==> src/rtl/multicycle_control.sv <==
// Multi-cycle RV32I sequencer: FETCH/DECODE/EXECUTE/MEM/WB with a one-cycle TRAP state.
// Handles imem/dmem handshakes, ack timeouts, illegal-opcode traps and the instret counter.
module multicycle_control #(
  parameter int MEM_TIMEOUT = 16
) (
  input  logic        i_clk,
  input  logic        i_rst,
  input  logic [6:0]  i_opcode,
  input  logic        i_br_taken,
  input  logic        i_imem_ack,
  input  logic        i_dmem_ack,
  output logic        o_imem_req,
  output logic        o_mem_read,
  output logic        o_mem_write,
  output logic        o_ir_load,
  output logic        o_pc_write,
  output logic [1:0]  o_pc_src,
  output logic        o_alu_src_imm,
  output logic        o_reg_write,
  output logic [1:0]  o_wb_sel,
  output logic        o_illegal_instr,
  output logic        o_mem_fault,
  output logic [31:0] o_instret,
  output logic [2:0]  o_state
);

  typedef enum logic [2:0] {
    S_FETCH   = 3'd0,
    S_DECODE  = 3'd1,
    S_EXECUTE = 3'd2,
    S_MEM     = 3'd3,
    S_WB      = 3'd4,
    S_TRAP    = 3'd5
  } state_t;

  localparam logic [6:0] OPC_OP     = 7'b0110011;
  localparam logic [6:0] OPC_OP_IMM = 7'b0010011;
  localparam logic [6:0] OPC_LOAD   = 7'b0000011;
  localparam logic [6:0] OPC_STORE  = 7'b0100011;
  localparam logic [6:0] OPC_BRANCH = 7'b1100011;
  localparam logic [6:0] OPC_JAL    = 7'b1101111;
  localparam logic [6:0] OPC_JALR   = 7'b1100111;
  localparam logic [6:0] OPC_LUI    = 7'b0110111;
  localparam logic [6:0] OPC_AUIPC  = 7'b0010111;

  localparam int WW = (MEM_TIMEOUT > 2) ? $clog2(MEM_TIMEOUT) : 1;
  localparam logic [WW-1:0] WAIT_LAST = WW'(MEM_TIMEOUT - 1);

  state_t          r_state;
  state_t          w_next;
  logic [6:0]      r_opc;
  logic            r_cause_fault;
  logic [WW-1:0]   r_wait;
  logic [31:0]     r_instret;
  logic            w_legal;
  logic            w_waiting;
  logic            w_timeout;
  logic            w_retire;

  always_comb begin
    case (i_opcode)
      OPC_OP, OPC_OP_IMM, OPC_LOAD, OPC_STORE, OPC_BRANCH,
      OPC_JAL, OPC_JALR, OPC_LUI, OPC_AUIPC: w_legal = 1'b1;
      default:                               w_legal = 1'b0;
    endcase
  end

  assign w_waiting = ((r_state == S_FETCH) && !i_imem_ack) ||
                     ((r_state == S_MEM) && !i_dmem_ack);
  assign w_timeout = w_waiting && (r_wait == WAIT_LAST);
  assign w_retire  = ((r_state == S_EXECUTE) && (r_opc == OPC_BRANCH)) ||
                     ((r_state == S_MEM) && (r_opc == OPC_STORE) && i_dmem_ack) ||
                     (r_state == S_WB);

  always_ff @(posedge i_clk or posedge i_rst) begin
    if (i_rst) r_state <= S_FETCH;
    else       r_state <= w_next;
  end

  always_comb begin
    w_next = r_state;
    case (r_state)
      S_FETCH: begin
        if (i_imem_ack)     w_next = S_DECODE;
        else if (w_timeout) w_next = S_TRAP;
      end
      S_DECODE:  w_next = w_legal ? S_EXECUTE : S_TRAP;
      S_EXECUTE: begin
        if ((r_opc == OPC_LOAD) || (r_opc == OPC_STORE)) w_next = S_MEM;
        else if (r_opc == OPC_BRANCH)                    w_next = S_FETCH;
        else                                             w_next = S_WB;
      end
      S_MEM: begin
        if (i_dmem_ack)     w_next = (r_opc == OPC_LOAD) ? S_WB : S_FETCH;
        else if (w_timeout) w_next = S_TRAP;
      end
      S_WB:    w_next = S_FETCH;
      S_TRAP:  w_next = S_FETCH;
      default: w_next = S_FETCH;
    endcase
  end

  // Wait counter restarts on every state change so FETCH and MEM each get a full budget.
  always_ff @(posedge i_clk or posedge i_rst) begin
    if (i_rst) begin
      r_opc         <= '0;
      r_cause_fault <= 1'b0;
      r_wait        <= '0;
      r_instret     <= '0;
    end else begin
      if (r_state == S_DECODE) r_opc <= i_opcode;
      if ((r_state == S_DECODE) && !w_legal) r_cause_fault <= 1'b0;
      else if (w_timeout)                    r_cause_fault <= 1'b1;
      if (w_next != r_state) r_wait <= '0;
      else if (w_waiting)    r_wait <= r_wait + 1'b1;
      if (w_retire) r_instret <= r_instret + 32'd1;
    end
  end

  always_comb begin
    o_imem_req      = 1'b0;
    o_mem_read      = 1'b0;
    o_mem_write     = 1'b0;
    o_ir_load       = 1'b0;
    o_pc_write      = 1'b0;
    o_pc_src        = 2'b00;
    o_alu_src_imm   = 1'b0;
    o_reg_write     = 1'b0;
    o_wb_sel        = 2'b00;
    o_illegal_instr = 1'b0;
    o_mem_fault     = 1'b0;
    if (!i_rst) begin
      case (r_state)
        S_FETCH: begin
          o_imem_req = 1'b1;
          o_ir_load  = i_imem_ack;
        end
        S_EXECUTE: begin
          o_alu_src_imm = (r_opc == OPC_OP_IMM) || (r_opc == OPC_LOAD) ||
                          (r_opc == OPC_STORE)  || (r_opc == OPC_JALR);
          if (r_opc == OPC_BRANCH) begin
            o_pc_write = 1'b1;
            o_pc_src   = {1'b0, i_br_taken};
          end
        end
        S_MEM: begin
          o_mem_read  = (r_opc == OPC_LOAD);
          o_mem_write = (r_opc == OPC_STORE);
          o_pc_write  = (r_opc == OPC_STORE) && i_dmem_ack;
        end
        S_WB: begin
          o_reg_write = 1'b1;
          o_pc_write  = 1'b1;
          case (r_opc)
            OPC_LOAD:          o_wb_sel = 2'b01;
            OPC_JAL, OPC_JALR: o_wb_sel = 2'b10;
            OPC_LUI:           o_wb_sel = 2'b11;
            default:           o_wb_sel = 2'b00;
          endcase
          if (r_opc == OPC_JAL)       o_pc_src = 2'b01;
          else if (r_opc == OPC_JALR) o_pc_src = 2'b10;
        end
        S_TRAP: begin
          o_pc_write      = 1'b1;
          o_pc_src        = 2'b11;
          o_illegal_instr = !r_cause_fault;
          o_mem_fault     = r_cause_fault;
        end
        default: ;
      endcase
    end
  end

  assign o_instret = r_instret;
  assign o_state   = r_state;

endmodule

==> config.mk <==
export PLATFORM = sky130hd
export DESIGN_NAME = multicycle_control
export DESIGN_NICKNAME = d
export VERILOG_FILES = /design/src/rtl/multicycle_control.sv
export SDC_FILE = /design/constraint.sdc
export NUM_CORES = 1
export LEC_CHECK = 0
export ABC_AREA = 1
export CORE_MARGIN = 5
export CORE_UTILIZATION = 45
export DETAILED_ROUTE_END_ITERATION = 12
export PLACE_DENSITY = 0.74
export REMOVE_ABC_BUFFERS = 1
export SKIP_LAST_GASP = 1
export SYNTH_ARGS = -nofsm -noshare
export SYNTH_HDL_FRONTEND = slang
export SYNTH_SLANG_ARGS = --single-unit
export TNS_END_PERCENT = 1
==> constraint.sdc <==
create_clock -name i_clk -period 2 [get_ports i_clk]
set_input_delay 0.6 -clock i_clk [delete_from_list [all_inputs] [get_ports i_clk]]
set_output_delay 0.6 -clock i_clk [all_outputs]
set_load 0.1 [all_outputs]
run_1/pins.png
Pins as bars across the die edge, other pins in grey.
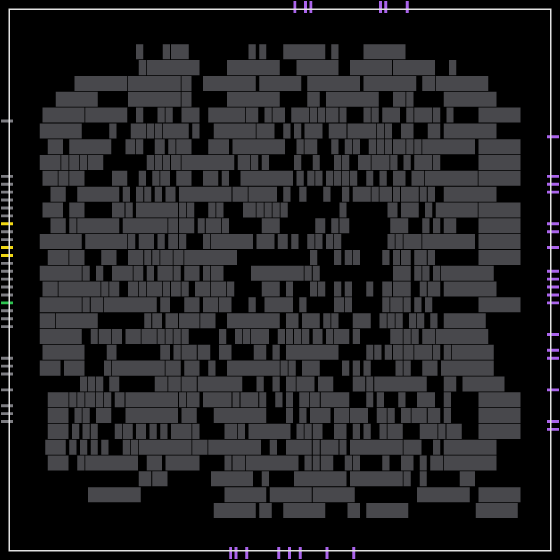
[o_alu_src_imm] green | pins: 1 | direction: output | edge: left
[o_state] yellow | pins: 3 | direction: output | edge: left
[o_instret] purple | pins: 32 | direction: output | edge: 18 right, 8 bottom, 6 top
die span in y: 92.87 µm
port bufs: 59
Die W: 92.87 µm

run_1/gate_families.png
The bar under the picture is 20 µm long.
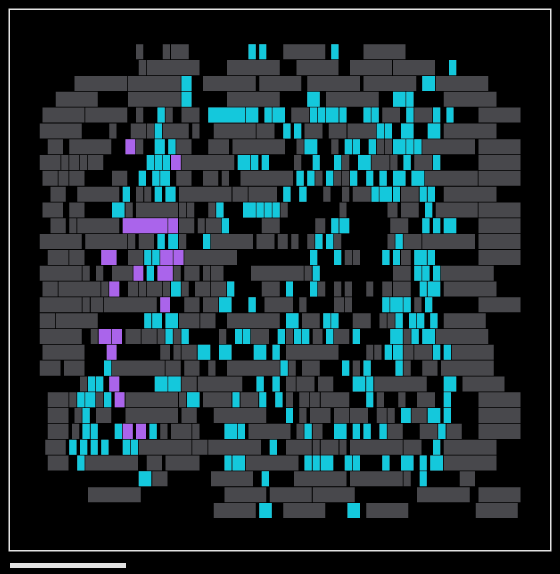
[NAND gates] cyan | cells: 211 | most used: nand2_1
[inverting AOI/OAI gates] purple | cells: 18 | most used: o21ai_0 | where: left middle

==> notes.md, run 1 <==
run metrics: Async S/R FF share, synth=100.0%, crit-path cells=nand2_2, nor3_4, nand2_2, nor4_4, nand2_2, a31oi_4, buf_12, slowest CP cell=dfrtp_1, status=complete, but fails checks, Worst-path clk slew=0.08 ns, FF+latch count, synth=47, clock skew=0.005357 ns, layout cells sized above 1=21.75%, Crit path top cell by count=nand2_2, yosys warning tally=0, Seq share, synth=38.06%, Via density=5.429, Final setup viols=45, leading area contributor after synthesis=dfrtp_1, Synth Instances=438, Final WS setup=-0.5421 ns, biggest area cells=dfrtp_1 (38%), nand2_1 (19%), nand4_1 (8.3%), nor2_1 (6.2%), xor2_1 (5.7%), Root Buffer=clkbuf_8, critical path capture point type=primary output, clock sinks=47, Power Density=866.2 nW/µm², Max Cap Viol=0, count leader, synth=nand2_1, violated checks=negative setup slack
run_1/registers.png
The bar under the picture is 20 µm long. Other sequential cells in the stronger grey, the rest of the logic in the fainter grey.
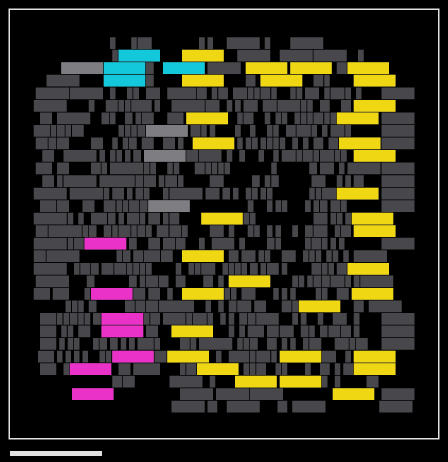
[r_wait] cyan | placed flops: 4
[r_opc] magenta | placed flops: 7 | where: bottom left
[o_instret] yellow | placed flops: 32
not coloured: 4

==> run 1: final timing paths <==
kind                       slack, ns  depth (start not counted)       endpoint      start
max in group asynchronous       0.94                          4   o_instret[1]      i_rst
min in group asynchronous       0.84                          4  r_cause_fault      i_rst
setup / recovery               -0.54                          7     o_pc_write   r_opc[1]
setup reg to reg               -0.17                         11  o_instret[24]   r_opc[1]
hold / removal                  0.47                          1      r_wait[0]  r_wait[0]
hold reg to reg                 0.47                          1      r_wait[0]  r_wait[0]
==> run 1: layer usage <==
layer	global-route usage [%]	share of wire, %	up-vias
met5	0	0	-
met4	8.791	3.2	0
met3	5.605	7.4	34
met2	39.53	51	152
met1	25.45	39	1544
li1	-	-	1625
==> run 1: state kept, by name, indices dropped and copies added (netlist names) <==
signal,cells
o_instret,32
r_opc,7
r_wait,4
o_state,3
r_cause_fault,1
==> run 1: layout make-up <==
type | instances | area share (%)
multi-input combinational | 338 | 36.75
timing repair buffer | 106 | 31.04
sequential | 47 | 25.19
inverter | 39 | 3.136
tap | 80 | 2.144
clock buffer | 7 | 1.635
clock inverter | 1 | 0.1072
==> run 1: critical path, delay by kind of cell, from the launching register on <==
| family | cells | cell delay, ns |
|---|---|---|
| and+or+nand+nor | 5 | 0.89 |
| DFF | 1 | 0.36 |
| buffers and inverters | 1 | 0.20 |
| AOI/OAI and AO/OA | 1 | 0.18 |
==> run 1: through the flow <==
step	util (%)	instance area [µm²]	setup TNS (ns)	setup WS, ns
3_3_place_gp	67.26	4544	-3.852	-0.3410
3_5_place_dp	67.26	4544	-5.848	-0.3977
6_report	69.09	4668	-9.800	-0.5421
5_1_grt	69.09	4668	-16.55	-0.6672
4_1_cts	68.56	4632	-4.944	-0.5084
2_1_floorplan	-	3010	-42.98	-3.618
==> run 1: cell usage in the layout, fill, tap and decap left out <==
master	n
o211ai_1	1
nor3_4	1
clkdlybuf4s50_1	11
xor2_1	20
nor3b_1	1
buf_12	50
a21oi_1	5
nor2_2	2
nor3_2	4
a31oi_1	2
clkinv_2	1
nor2_1	50
nand4_1	41
ha_1	2
nand3_4	1
o21ai_0	8
inv_1	36
a211oi_1	1
nand2_2	3
buf_4	45
clkbuf_8	5
a31oi_4	1
inv_2	3
dfrtp_1	47
clkbuf_1	2
xnor2_1	12
nor3_1	16
nand3_1	12
nand2_1	154
nor4_4	1
==> run 1: power by group <==
group,switching [W],internal (W)
combinational,0.00143,0.000821
clock,0.000312,0.000246
sequential,0.000140,0.00110
==> run 1: cell families (layout without fill, tap and decap cells) <==
logic type      after synthesis  count (layout)  synth area share [%]
fa+ha+maj                     2               2                0.8096
xor+xnor                     32              32                 9.069
simple gates                286             286                 41.54
compound gates               18              18                 3.199
flops                        47              47                 38.06
buf+inv                      53             153                 7.328
==> run 1: what timing repair did <==
action	4_1_cts	5_1_grt
pin swaps	0	3
resized	1	5
setup endpoints to repair	13	49
setup buffers	0	2
==> run 2: changes to the inputs <==
CORE_UTILIZATION = 47   (was 45)
PLACE_DENSITY = 0.76   (was 0.74)
clock period = 2.1 ns   (was 2 ns; I/O delays follow)
run_2/final_clocks.png
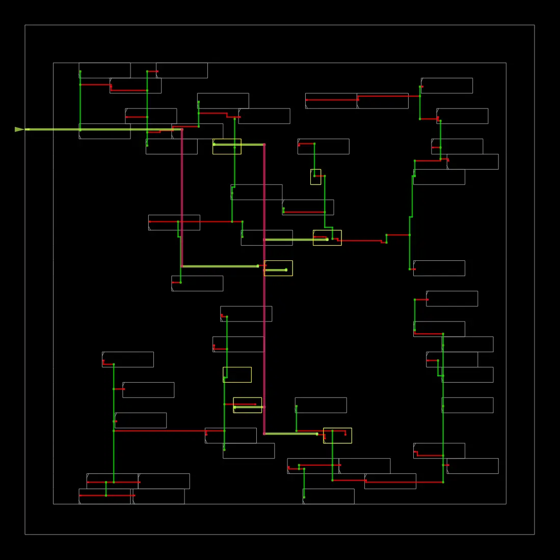
clock skew: 0.006267 ns
Layout clock buffers: 6
clock-net power: 0.000561 W
Insertion Delay late pin: 0.30 ns

==> notes.md, run 2 <==
run metrics: Async S/R FF share, synth=100.0% (unchanged), distinct lib cells=27, Commonest Layout Cell=nand2_1, leading area contributor after synthesis=dfrtp_1, Final WS setup=-0.3583 ns (+0.1838 ns), Power Density=829.0 nW/µm² (-4.3%), FF+latch count, synth=47 (unchanged), Final Power=0.003806 W, Critical Path Start=o_state[0], worst-path fanout max=5, most frequent cells in the layout=nand2_1 (156), nor2_1 (50), buf_12 (50), Seq share, synth=38.06% (unchanged), Max Cap Viol=0 (unchanged), Hold Vio Cnt, Final=0, violated checks=negative setup slack, CTS tree=yes, count leader, synth=nand2_1, drt total wl=8.871 mm, yosys warning tally=0 (unchanged), Root Buffer=clkbuf_8, CTS Buf Count=5, Syn-to-layout area delta=48.54%, Worst-path clk slew=0.08 ns (about the same), Max IR drop VDD=0.9682 mV, Die W=91.09 µm (-1.9%), min-delay worst type=reg2reg, layout cells sized above 1=20.53% (-1.2 points), die span in y=91.09 µm (-1.9%), hold path start=r_opc[1], LEAKAGE=2.166 nW, die area=8297 µm², biggest area cells=dfrtp_1 (38%), nand2_1 (19%), nand4_1 (8.3%), nor2_1 (6.2%), xor2_1 (5.7%), Slew Viols, Final=0, RR Startpoint=r_opc[0], CP arrival=1.83 ns, Via density=5.413 (-0.29%), critical path capture point type=primary output, Critical Path RT=1.47 ns, Largest register FFs=32 (unchanged), Synth Instances=438 (unchanged), grt ovf=0, clock sinks=47 (unchanged), Final setup viols=13 (-71%), hold-fix buffers at CTS=0, status=complete, but fails checks, port bufs=59 (unchanged)
run_2/gate_families.png
The bar under the picture is 20 µm long.
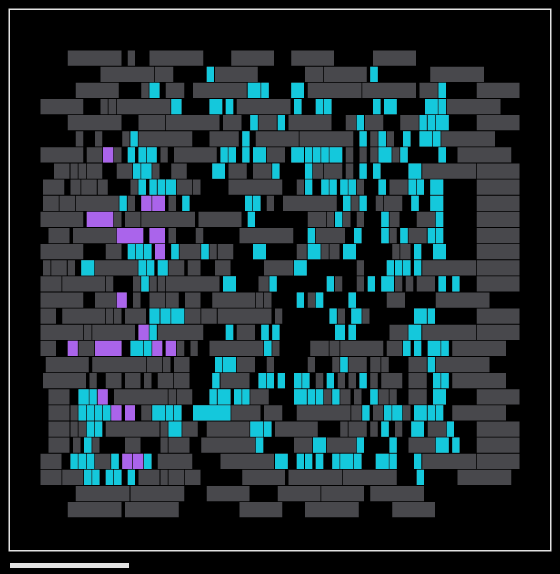
[inverting AOI/OAI gates] purple | cells: 18 | most used: o21ai_0
[NAND gates] cyan | cells: 211 | most used: nand2_1

-- run 2: cell counts after synthesis --
Identical to the previous run, type by type.
-- run 2: layout make-up --
cell class                 instances  area, µm²  area share [%]
inverter                          39      146.4           3.189
tap                               77      96.34           2.099
multi-input combinational        338       1718           37.42
sequential                        47       1176           25.62
clock buffer                       6      82.58           1.799
clock inverter                     1      5.005          0.1090
timing repair buffer              95       1366           29.76
-- run 2: worst paths after layout --
kind,endpoint,slack (ns),cells past startpoint
setup / recovery,o_pc_src[0],-0.36,7
hold / removal,r_opc[1],0.48,2
setup reg to reg,o_instret[15],0.22,10
hold reg to reg,r_opc[1],0.48,2
max in group asynchronous,o_instret[15],0.98,4
min in group asynchronous,r_wait[0],0.90,4
-- run 2: critical path: stages (launching register included) --
cell	delay [ns]
dfrtp_1	0.44
nor3_2	0.24
inv_1	0.10
nor2_2	0.14
buf_4	0.12
a21oi_1	0.06
nor2_1	0.20
buf_12	0.21
-- run 2: logic make-up (layout without fill, tap and decap cells) --
| group | count (synthesis) | after routing | share of synthesized area, % |
|---|---|---|---|
| AND-OR/OR-AND | 18 | 18 | 3.199 |
| buffers and inverters | 53 | 141 | 7.328 |
| flip-flops | 47 | 47 | 38.06 |
| AND/OR/NAND/NOR | 286 | 286 | 41.54 |
| adder cells (fa/ha/maj) | 2 | 2 | 0.8096 |
| XOR/XNOR | 32 | 32 | 9.069 |
-- run 2: layer usage --
layer  track usage (%)  vias to the layer above  part of all wire, %
met4             7.946                        0                  2.3
li1                  -                     1600                    -
met5                 0                        -                    0
met1             24.88                     1541                   41
met2             38.88                      104                   50
met3             5.372                       19                  6.2
-- run 2: where the power goes --
part           switching (W)  internal (W)
registers           0.000151       0.00104
logic                0.00133      0.000722
clock network       0.000302      0.000259
total                0.00178       0.00203
-- run 2: through the flow --
stage | instances | TNS, ns | utilization, % | worst slack (ns) | instance area, µm²
after floorplan | 424 | -38.47 | - | -3.548 | 3010
after global placement | 595 | -3.057 | 69.93 | -0.3036 | 4466
after detailed placement | 595 | -3.907 | 69.93 | -0.3915 | 4466
after CTS | 602 | -3.855 | 71.77 | -0.3491 | 4583
after global routing | 603 | -5.193 | 71.88 | -0.4957 | 4591
final | 603 | -3.669 | 71.88 | -0.3583 | 4591
-- run 2: repair_timing --
action,CTS,global route
gates resized,6,1
buffers inserted,0,1
setup endpoints to repair,13,17
pin swaps,1,1
cloned,0,0
Power and IR drop assume default switching activity.
